[src/rtl/sram_dp.sv]
// sram_dp: simple dual-port SRAM with one write port and one read port on a single clock.
// The block provides byte-lane write enables, write-first collisions, and a read latency of
// 1 or 2 with an rd_valid strobe. After reset a clear sequencer zeroes every word.
// Optional feature macro: SRAM_PARITY_EN adds one even-parity bit per byte lane and drives
// par_err. Without the macro, par_err is tied low.
module sram_dp #(
  parameter int unsigned DW     = 16,
  parameter int unsigned DEPTH  = 16,
  parameter int unsigned RD_LAT = 1,
  localparam int unsigned NB    = DW / 8,
  localparam int unsigned AW    = $clog2(DEPTH)
) (
  input  logic          clk,
  input  logic          reset,
  input  logic          wr_en,
  input  logic [AW-1:0] wr_addr,
  input  logic [NB-1:0] wr_be,
  input  logic [DW-1:0] wr_data,
  input  logic          rd_en,
  input  logic [AW-1:0] rd_addr,
  output logic [DW-1:0] rd_data,
  output logic          rd_valid,
  output logic          init_busy,
  output logic          par_err
);

  localparam logic [AW:0]   DepthW   = (AW + 1)'(DEPTH);
  localparam logic [AW-1:0] LastAddr = AW'(DEPTH - 1);

  typedef enum logic [0:0] {StInit, StRun} state_e;

  state_e        state_q, state_d;
  logic [AW-1:0] cnt_q, cnt_d;

  logic [DW-1:0] mem_q [DEPTH];

  logic          wr_in_range, rd_in_range, run;
  logic          mem_we;
  logic [AW-1:0] mem_waddr;
  logic [DW-1:0] mem_wdata;
  logic [NB-1:0] mem_be;
  logic [DW-1:0] mem_bmask;
  logic          wr_hit, rd_fire;
  logic [DW-1:0] coll_mask;
  logic [DW-1:0] rd_word;
  logic          rd_perr;

  logic          pipe_valid, pipe_perr;
  logic [DW-1:0] pipe_data;
  logic [DW-1:0] rd_data_q, rd_data_d;
  logic          rd_valid_q, rd_valid_d;
  logic          par_err_q, par_err_d;

  assign run         = (state_q == StRun);
  assign wr_in_range = ({1'b0, wr_addr} < DepthW);
  assign rd_in_range = ({1'b0, rd_addr} < DepthW);
  assign rd_fire     = run & rd_en;
  // Write-first forwarding only applies to a write that will actually land in the array.
  assign wr_hit      = run & wr_en & wr_in_range & (wr_addr == rd_addr);

  // Clear sequencer next state: walk every address once, then hand over to the ports.
  always_comb begin
    state_d = state_q;
    cnt_d   = cnt_q;
    if (state_q == StInit) begin
      cnt_d = cnt_q + 1'b1;
      if (cnt_q == LastAddr) begin
        state_d = StRun;
        cnt_d   = '0;
      end
    end
  end

  // Sequencer state; reset restarts the clear from address 0.
  always_ff @(posedge clk or negedge reset) begin
    if (!reset) begin
      state_q <= StInit;
      cnt_q   <= '0;
    end else begin
      state_q <= state_d;
      cnt_q   <= cnt_d;
    end
  end

  assign init_busy = (state_q == StInit);

  // Array write port mux: the clear sequencer owns the port while INIT is active.
  always_comb begin
    mem_we    = 1'b0;
    mem_waddr = wr_addr;
    mem_wdata = wr_data;
    mem_be    = wr_be;
    if (state_q == StInit) begin
      mem_we    = 1'b1;
      mem_waddr = cnt_q;
      mem_wdata = '0;
      mem_be    = '1;
    end else if (wr_en && wr_in_range) begin
      mem_we = 1'b1;
    end
  end

  for (genvar k = 0; k < NB; k++) begin : g_lane_mask
    assign mem_bmask[8*k +: 8] = {8{mem_be[k]}};
    assign coll_mask[8*k +: 8] = {8{wr_hit & wr_be[k]}};
  end

  // Data array with lane-merged writes; the clear writes all lanes, so no reset is needed.
  always_ff @(posedge clk) begin
    if (mem_we) begin
      mem_q[mem_waddr] <= (mem_q[mem_waddr] & ~mem_bmask) | (mem_wdata & mem_bmask);
    end
  end

`ifdef SRAM_PARITY_EN
  logic [NB-1:0] par_q [DEPTH];
  logic [NB-1:0] wdata_par, mem_wpar, rd_par, word_par;

  for (genvar k = 0; k < NB; k++) begin : g_lane_par
    assign wdata_par[k] = ^wr_data[8*k +: 8];
    assign mem_wpar[k]  = ^mem_wdata[8*k +: 8];
    assign word_par[k]  = ^rd_word[8*k +: 8];
  end

  // Parity array, written alongside the data lanes.
  always_ff @(posedge clk) begin
    if (mem_we) begin
      par_q[mem_waddr] <= (par_q[mem_waddr] & ~mem_be) | (mem_wpar & mem_be);
    end
  end

  // Read merge: forwarded lanes take the new data and its freshly computed parity.
  always_comb begin
    rd_word = '0;
    rd_par  = '0;
    rd_perr = 1'b0;
    if (rd_in_range) begin
      rd_word = (mem_q[rd_addr] & ~coll_mask) | (wr_data & coll_mask);
      rd_par  = (par_q[rd_addr] & ~(wr_be & {NB{wr_hit}})) | (wdata_par & wr_be & {NB{wr_hit}});
      rd_perr = |(word_par ^ rd_par);
    end
  end
`else
  // Read merge: forwarded lanes take the new data; out-of-range reads return zero.
  always_comb begin
    rd_word = '0;
    rd_perr = 1'b0;
    if (rd_in_range) begin
      rd_word = (mem_q[rd_addr] & ~coll_mask) | (wr_data & coll_mask);
    end
  end
`endif

  if (RD_LAT == 2) begin : g_lat2
    logic          s1_valid_q, s1_valid_d;
    logic          s1_perr_q, s1_perr_d;
    logic [DW-1:0] s1_data_q, s1_data_d;

    // Extra stage: data is captured only on an accepted read; valid and parity move in lockstep.
    always_comb begin
      s1_valid_d = rd_fire;
      s1_perr_d  = rd_fire & rd_perr;
      s1_data_d  = rd_fire ? rd_word : s1_data_q;
    end

    // First read pipeline stage, flushed on reset.
    always_ff @(posedge clk or negedge reset) begin
      if (!reset) begin
        s1_valid_q <= 1'b0;
        s1_perr_q  <= 1'b0;
        s1_data_q  <= '0;
      end else begin
        s1_valid_q <= s1_valid_d;
        s1_perr_q  <= s1_perr_d;
        s1_data_q  <= s1_data_d;
      end
    end

    assign pipe_valid = s1_valid_q;
    assign pipe_perr  = s1_perr_q;
    assign pipe_data  = s1_data_q;
  end else begin : g_lat1
    assign pipe_valid = rd_fire;
    assign pipe_perr  = rd_perr;
    assign pipe_data  = rd_word;
  end

  // Output stage: rd_data holds its last value when no result arrives.
  always_comb begin
    rd_valid_d = pipe_valid;
    rd_data_d  = pipe_valid ? pipe_data : rd_data_q;
    par_err_d  = pipe_valid & pipe_perr;
  end

  // Registered read outputs, cleared on reset.
  always_ff @(posedge clk or negedge reset) begin
    if (!reset) begin
      rd_valid_q <= 1'b0;
      rd_data_q  <= '0;
      par_err_q  <= 1'b0;
    end else begin
      rd_valid_q <= rd_valid_d;
      rd_data_q  <= rd_data_d;
      par_err_q  <= par_err_d;
    end
  end

  assign rd_data  = rd_data_q;
  assign rd_valid = rd_valid_q;
  assign par_err  = par_err_q;

endmodule

[config.mk]
export PLATFORM = sky130hd
export DESIGN_NAME = sram_dp
export DESIGN_NICKNAME = d
export VERILOG_FILES = /design/src/rtl/sram_dp.sv
export SDC_FILE = /design/constraint.sdc
export NUM_CORES = 1
export LEC_CHECK = 0
export ABC_AREA = 1
export CORE_ASPECT_RATIO = 0.75
export CORE_MARGIN = 10
export CORE_UTILIZATION = 25
export CTS_CLUSTER_SIZE = 16
export DETAILED_ROUTE_END_ITERATION = 10
export PLACE_DENSITY = 0.49
export SLEW_MARGIN = 15
export SYNTH_ARGS = -nofsm -noshare
export SYNTH_HDL_FRONTEND = slang
export SYNTH_SLANG_ARGS = --single-unit
[constraint.sdc]
create_clock -name clk -period 3.1 [get_ports clk]
set_input_delay 0.62 -clock clk [delete_from_list [all_inputs] [get_ports clk]]
set_output_delay 0.62 -clock clk [all_outputs]
set_load 0.01 [all_outputs]
Register map, names as in the netlist:
Drawn at 1 px/µm. Other sequential cells in the stronger gray, the rest of the logic in the fainter gray.
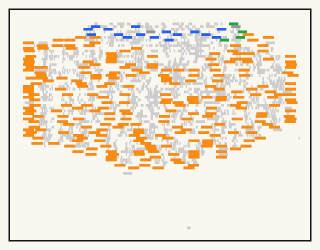
mem_q: drawn in orange, placed flops 256. rd_data: drawn in blue, placed flops 16. cnt_q: drawn in green, placed flops 4, where top right.
Another 2 sequential cells are not colored.

Port wiring:
Drawn at 1 px/µm.
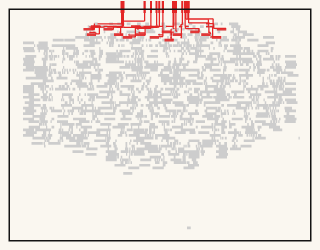
rd_data: drawn in red, bits 16, direction output, edge top, end cells 16, buffers 16, wire 751 µm.

==> results.txt <==
Status: complete, no violations
Peak supply drop: 0.397 mV
Seq area share: 46.4%
Clk_skew: 0.0216 ns
Post-layout instance area: 0.0178 mm²
Post-synthesis mux area share: 0%
DR WL/cell: 20.2 µm
Vias per std cell: 4.86
Chip Area, Yosys: 0.0147 mm²
Number of synthesis warnings: 0
Worst-margin pin slew: 1.04 ns
Vias in the first global route: 12300
Fill cells: 6123
Worst Setup EP: mem_q[11][7]
Pre-Place Util: 25.4%
Post-synth regs: 278
Final worst setup slack: 0.417 ns
Critical path depth: 11
H-tree depth: 1
Worst Setup SP: run
CTS Sinks: 278
Largest fanout on the critical path: 83
Leading area contributor after synthesis: edfxtp_1
Inverters: 66
GRT met2 Usage: 22.7%
Final WL: 53500 µm
GR met1 Demand/Resource: 21.9%
Number of buffers added on ports: 47
Switching portion of total power: 25.9%
Placed wire-length estimate: 34800 µm
Average instance area after synthesis: 8.33 µm²
Post-placement cell area: 0.0167 mm²
Latency at later pin: 0.58 ns
Post-CTS resize count: 0
Post-Layout Cell Count: 2655
Reg-to-reg endpoint: mem_q[11][7]
Inst Count DP: 2600
CTS Hold Bufs: 0
Leading cell kind: flip-flops and latches
Synth cell count leaders: 630 x nand2_1, 256 x edfxtp_1, 226 x nor2_1, 199 x nand3_1, 142 x o21ai_0
Max reg flops: 256
M1 WL: 24800 µm
Max Slew Vio Count: 0
Minimum clock period: 2.68 ns
Clock group: 3.84 mW
Met2 wire len: 23500 µm
Layout Area Growth over Synthesis: 20.8%
PD cells: 521 mW/mm²
Biggest register: mem_q
Via count: 12900
Largest net degree at the start of global routing: 117
Syn nets: 1796
RSZ-0062 raised after global routing: no
TritonCTS clock tree: done
GPL Wtd Cong: 0.858
OpenROAD warnings: 29
Simple Share, Synth: 30.0%
Nets: 1882
Cell area after synthesis: 0.0147 mm²
Non-Clock Buffer Count: 175
Antenna violations before repair: 0
Most instantiated library cell after synthesis: nand2_1
Clock share of power: 41.5%
Final hold violation count: 0
Seq pwr share: 46.1%
Crit Path Category: flip-flop to flip-flop
Cell variety after synth: 29
Die width: 300 µm
Inserted Clock Buffers: 29
Top Family by Delay on Critical Path: simple AND/OR/NAND/NOR gates
Non-clock buffer share: 8.85%
Post-synth EDFFs: 256
P_leak: 7.35 nW
Crit start category: flip-flop
Layout cells sized above 1: 11.7%
Placement density heat map:
Drawn at 1 px/µm. 30 x 23 tiles, from dark purple (low) to yellow (high), 0 to 100% covered.
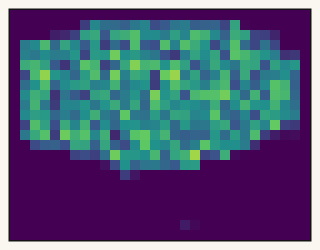
46% of the tiles are nearly empty. The fullest tile reaches 86%. 1.9% of the tiles are over 75% full. The mean over all tiles is 24%.

Power and IR drop assume default switching activity.
